[src/rtl/led_fader_pkg.sv]
// Shared definitions for the LED crossfader: state encodings and a ceil-log2 helper.
package led_fader_pkg;

    typedef enum logic [1:0] {
        StIdle   = 2'd0,
        StFade   = 2'd1,
        StBreath = 2'd2
    } state_e;

    // Bits needed to hold values 0..value-1 (never less than one bit).
    function automatic int unsigned clogb2(input int unsigned value);
        int unsigned bits;
        bits = 0;
        while ((64'd1 << bits) < 64'(value)) begin
            bits = bits + 1;
        end
        return (bits == 0) ? 1 : bits;
    endfunction

endpackage

[src/rtl/tick_gen.sv]
// Brightness-step prescaler: counts 0..P_CYC-1 and flags the terminal count for one cycle.
module tick_gen
    import led_fader_pkg::*;
#(
    parameter int unsigned P_CYC = 1000
) (
    input  logic clk,
    input  logic resetn,
    input  logic clr,
    output logic tick
);

    localparam int unsigned W = clogb2(P_CYC);
    localparam logic [W-1:0] LAST = W'(P_CYC - 1);
    localparam logic [W-1:0] ONE  = W'(1);

    logic [W-1:0] cnt;

    always_ff @(posedge clk or negedge resetn) begin
        if (!resetn) begin
            cnt <= '0;
        end else if (clr || (cnt == LAST)) begin
            cnt <= '0;
        end else begin
            cnt <= cnt + ONE;
        end
    end

    assign tick = (cnt == LAST);

endmodule

[src/rtl/led_fader.sv]
// PWM crossfader for an LED pattern; optional idle "breathing" when LED_FADER_BREATH_EN is defined.
module led_fader
    import led_fader_pkg::*;
#(
    parameter int unsigned P_OUT_BIT    = 4,
    parameter int unsigned P_PWM_BIT    = 8,
    parameter int unsigned P_STEP_CYC   = 1000,
    parameter int unsigned P_IDLE_TICKS = 512
) (
    input  logic                 clk,
    input  logic                 resetn,
    input  logic [P_OUT_BIT-1:0] sig_i,
    output logic [P_OUT_BIT-1:0] led,
    output logic                 busy
);

    localparam logic [P_PWM_BIT-1:0] MAX      = '1;
    localparam logic [P_PWM_BIT-1:0] LVL_ONE  = P_PWM_BIT'(1);
    localparam logic [P_PWM_BIT-1:0] LVL_LAST = MAX - LVL_ONE;

    logic [P_PWM_BIT-1:0] pwm_cnt;
    logic [P_PWM_BIT-1:0] lvl;
    logic [P_OUT_BIT-1:0] cur_q;
    logic [P_OUT_BIT-1:0] old_q;
    state_e               state;
    logic                 change;
    logic                 tick;

    assign change = (sig_i != cur_q);

    always_ff @(posedge clk or negedge resetn) begin
        if (!resetn) begin
            pwm_cnt <= '0;
        end else begin
            pwm_cnt <= pwm_cnt + LVL_ONE;
        end
    end

    // A pattern change restarts the step phase so every fade is exactly MAX steps long.
    tick_gen #(
        .P_CYC (P_STEP_CYC)
    ) u_tick_gen (
        .clk    (clk),
        .resetn (resetn),
        .clr    (change),
        .tick   (tick)
    );

`ifdef LED_FADER_BREATH_EN
    localparam int unsigned IDLE_W = clogb2(P_IDLE_TICKS);
    localparam logic [IDLE_W-1:0] IDLE_LAST = IDLE_W'(P_IDLE_TICKS - 1);
    localparam logic [IDLE_W-1:0] IDLE_ONE  = IDLE_W'(1);

    logic [IDLE_W-1:0] idle_cnt;
    logic              dir_down;
`endif

    always_ff @(posedge clk or negedge resetn) begin
        if (!resetn) begin
            state <= StIdle;
            cur_q <= '0;
            old_q <= '0;
            lvl   <= MAX;
`ifdef LED_FADER_BREATH_EN
            idle_cnt <= '0;
            dir_down <= 1'b1;
`endif
        end else if (change) begin
            // Any in-flight fade is abandoned; only the last full pattern fades out.
            old_q <= cur_q;
            cur_q <= sig_i;
            lvl   <= '0;
            state <= StFade;
`ifdef LED_FADER_BREATH_EN
            idle_cnt <= '0;
            dir_down <= 1'b1;
`endif
        end else begin
            case (state)
                StFade: begin
                    if (tick) begin
                        if (lvl >= LVL_LAST) begin
                            lvl   <= MAX;
                            state <= StIdle;
                        end else begin
                            lvl <= lvl + LVL_ONE;
                        end
                    end
                end
                StIdle: begin
`ifdef LED_FADER_BREATH_EN
                    if (tick) begin
                        if (idle_cnt >= IDLE_LAST) begin
                            idle_cnt <= '0;
                            lvl      <= MAX;
                            dir_down <= 1'b1;
                            state    <= StBreath;
                        end else begin
                            idle_cnt <= idle_cnt + IDLE_ONE;
                        end
                    end
`endif
                end
`ifdef LED_FADER_BREATH_EN
                StBreath: begin
                    if (tick) begin
                        if (dir_down) begin
                            if (lvl != '0) begin
                                lvl <= lvl - LVL_ONE;
                            end
                            if (lvl <= LVL_ONE) begin
                                dir_down <= 1'b0;
                            end
                        end else begin
                            if (lvl != MAX) begin
                                lvl <= lvl + LVL_ONE;
                            end
                            if (lvl >= LVL_LAST) begin
                                dir_down <= 1'b1;
                            end
                        end
                    end
                end
`endif
                default: begin
                    state <= StIdle;
                end
            endcase
        end
    end

    // Outputs depend only on registers, so reset forces led/busy low immediately.
    always_comb begin
        led = cur_q;
        case (state)
            StFade: begin
                led = (cur_q & {P_OUT_BIT{pwm_cnt < lvl}})
                    | (old_q & {P_OUT_BIT{pwm_cnt < (MAX - lvl)}});
            end
            StBreath: begin
                led = cur_q & {P_OUT_BIT{pwm_cnt < lvl}};
            end
            default: begin
                led = cur_q;
            end
        endcase
    end

    assign busy = (state == StFade);

endmodule

[config.mk]
export PLATFORM = sky130hd
export DESIGN_NAME = led_fader
export DESIGN_NICKNAME = d
export VERILOG_FILES = /design/src/rtl/led_fader_pkg.sv /design/src/rtl/tick_gen.sv /design/src/rtl/led_fader.sv
export SDC_FILE = /design/constraint.sdc
export NUM_CORES = 1
export LEC_CHECK = 0
export ABC_AREA = 1
export CORE_AREA = 2 2 87 89
export CTS_CLUSTER_DIAMETER = 40
export DETAILED_ROUTE_END_ITERATION = 8
export DIE_AREA = 0 0 89 91
export GPL_ROUTABILITY_DRIVEN = 1
export MAX_ROUTING_LAYER = met4
export SYNTH_ARGS = -nofsm -noshare
export SYNTH_HDL_FRONTEND = slang
export SYNTH_SLANG_ARGS = --single-unit
[constraint.sdc]
create_clock -name clk -period 2.1 [get_ports clk]
set_clock_uncertainty 0.1 [all_clocks]
set_input_delay 0.42 -clock clk [delete_from_list [all_inputs] [get_ports clk]]
set_output_delay 0.42 -clock clk [all_outputs]
set_load 0.005 [all_outputs]
==> deck_impl_summary.md <==
Synthesis and Place & Route Summary

Run status
  • Outcome: finished with violations
  • Failing checks: negative setup slack

Finish
  • Top class by area: multi-input combinational cells
  • Logic area: about 1200 um^2
  • Top cell excl fill/tap: nand2_1
  • Clk tree area frac: about 3.1%
  • Final non-clock buffer share: around an eighth
  • Signal buffers: 43
  • # nets final: between 300 and 400
  • Most frequent cells in the layout: 60 x nand2_1, 29 x buf_4, 27 x dfrtp_1
  • Antenna Cells: 0

Worst setup path
  • Setup crit end: led[3]
  • Worst Setup SP: lvl[5]
  • Worst endpoint data arrival time: 1.93 ns
  • Worst-path fanout max: 3
  • CP endpoint kind: output port
  • Top Family by Delay on Critical Path: flip-flops
  • Worst R2R Setup Slack: ~0.35 ns

Synth
  • Most instantiated library cell after synthesis: nand2_1
  • Post-synth seq share: between 40% and 50%
  • Dominant comb cell: simple AND/OR/NAND/NOR gates
  • Synth Area in Adders: between 10% and 20%
  • Cell area leaders: dfrtp_1 32%, nand2_1 12%, ha_1 10%
  • Top-area cell share: 32.2%
  • Cells after Synth: about 250
  • Yosys stat cell total: between 200 and 300
  • Post-synthesis simple-gate area fraction: 27.7%
  • Syn_nets: approximately 280

Power and ir drop
  • Part of the power in the clock network: about two fifths
  • Top pwr grp: registers
  • Gate power share: around 6%
  • Pleak: approximately 0.0013 uW
  • P_seq: 694 uW
  • Combinational power: 74.8 uW
  • Net Sw Power: 297 uW
  • Net Sw Frac: between 20% and 30%

Route
  • Via count: approximately 1700
  • Drt drc: 0
  • Drt pass-1 iters: 4
  • DR iter-0 viols: a little over 80
  • DRT antenna net count: 0

Timing
  • Worst-Margin Slew: 0.475 ns
  • Setup_tns: -1.23 ns
  • Final WS setup: -0.355 ns
  • Final setup violation count: 4

Job
  • Tool Warnings: 35

Min path
  • Hold Startpoint: pwm_cnt[0]
  • Min-Delay Path Class: register to register

Clocking
  • H-tree depth: 2
  • TritonCTS clock tree: built
  • Bufs on Longest Clock Path: 2
metal layers:
metal	global-route usage [%]	wire length (um)	vias to the layer above
met5	-	0	-
met4	2.61	21	0
met3	2.73	103	4
met2	19.7	2100	20
met1	16.1	2140	795
li1	-	-	887
through the flow:
step / total power [uW] / hold WS (ns) / area (um^2)
after floorplan: 745 / 0.0244 / 2100
after global placement: 786 / 0.341 / 2490
after detailed placement: 788 / 0.343 / 2490
after CTS: 1270 / 0.355 / 2730
after global routing: 1310 / 0.379 / 2750
final: 1240 / 0.348 / 2750
registers in the layout (all words and copies together) (netlist names):
signal          flops
u_tick_gen.cnt     10
lvl                 8
state               1
old_q               4
cur_q               4
pwm_cnt             8
==> images/power_grid.png <==
Scale bar: 20 um. Pins as bars on the die edge.
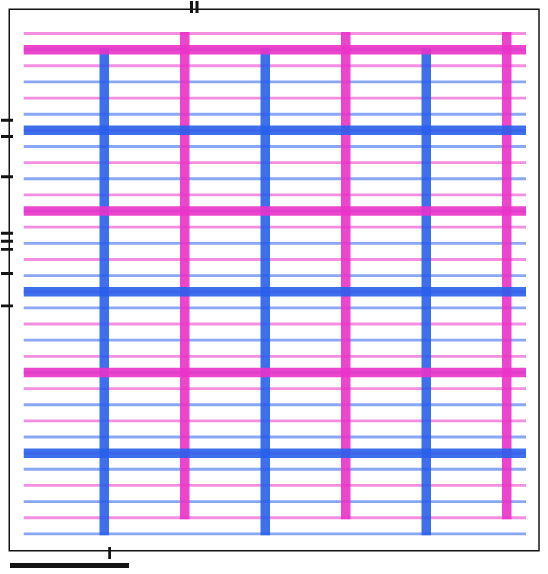
VSS -> blue
VDD -> magenta
rows = 31
met5 straps = 6
met1 rails = 32
Core Box Area: 7140 um^2
Die Wd: 89 um
maximum vdd drop: 0.000286 V
die y size: 91 um

==> images/placement_by_type.png <==
Scale bar: 20 um.
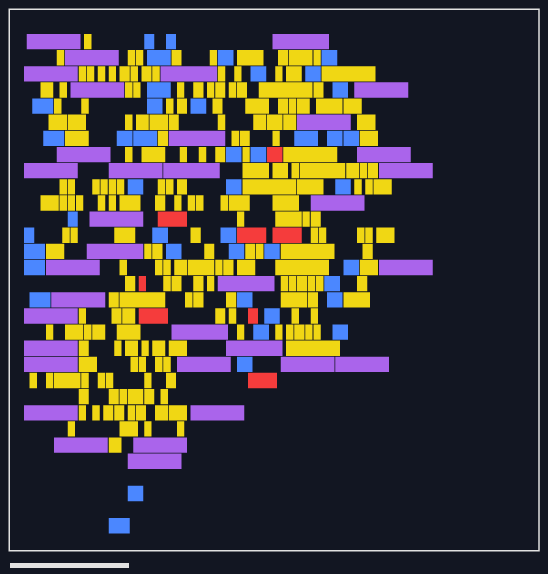
remaining buffers and delay cells -> blue  # cells 43
clock drivers and dummy loads -> red  # cells 8
combinational and other logic -> yellow  # cells 212
sequential cells -> purple  # cells 35
flop share of the area: 32.2%
Finished Core Util: 38.5%
final instance area: 2750 um^2
FP Rows: 31

==> images/clk_routes.png <==
Scale bar: 20 um.
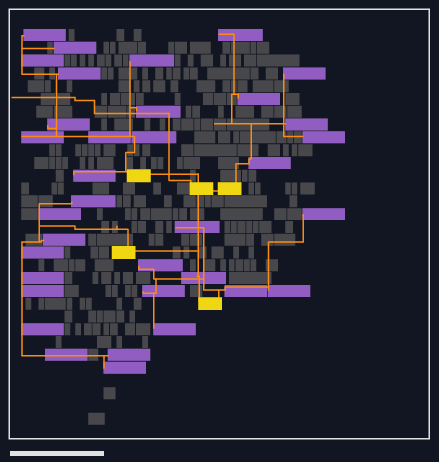
flip-flops -> purple  # count 35
clock drivers -> yellow  # count 5
clock wires -> orange  # length 484 um
routed clock nets = 6
clk pwr: 476 uW
Clock Latency Late Sink: 0.28 ns

==> images/wires.png <==
Two of the layers only.
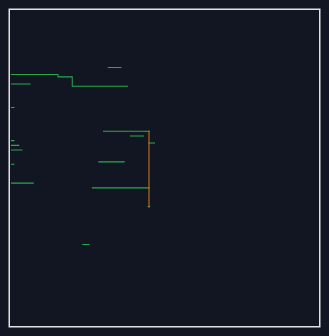
metal 4 -> orange  # wire length 21.8 um
metal 3 -> green  # wire length 103 um

==> images/placement.png <==
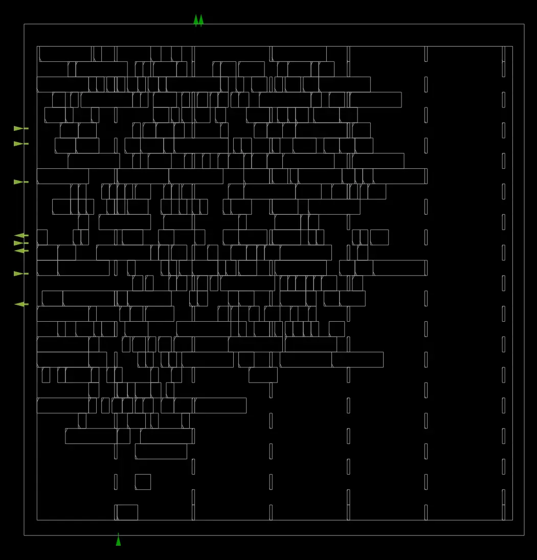
Post-Layout Cell Count: 397
FFs & Latches: 35
Tap Cells: 99
FILL cells: 747

Power and IR drop assume default switching activity.
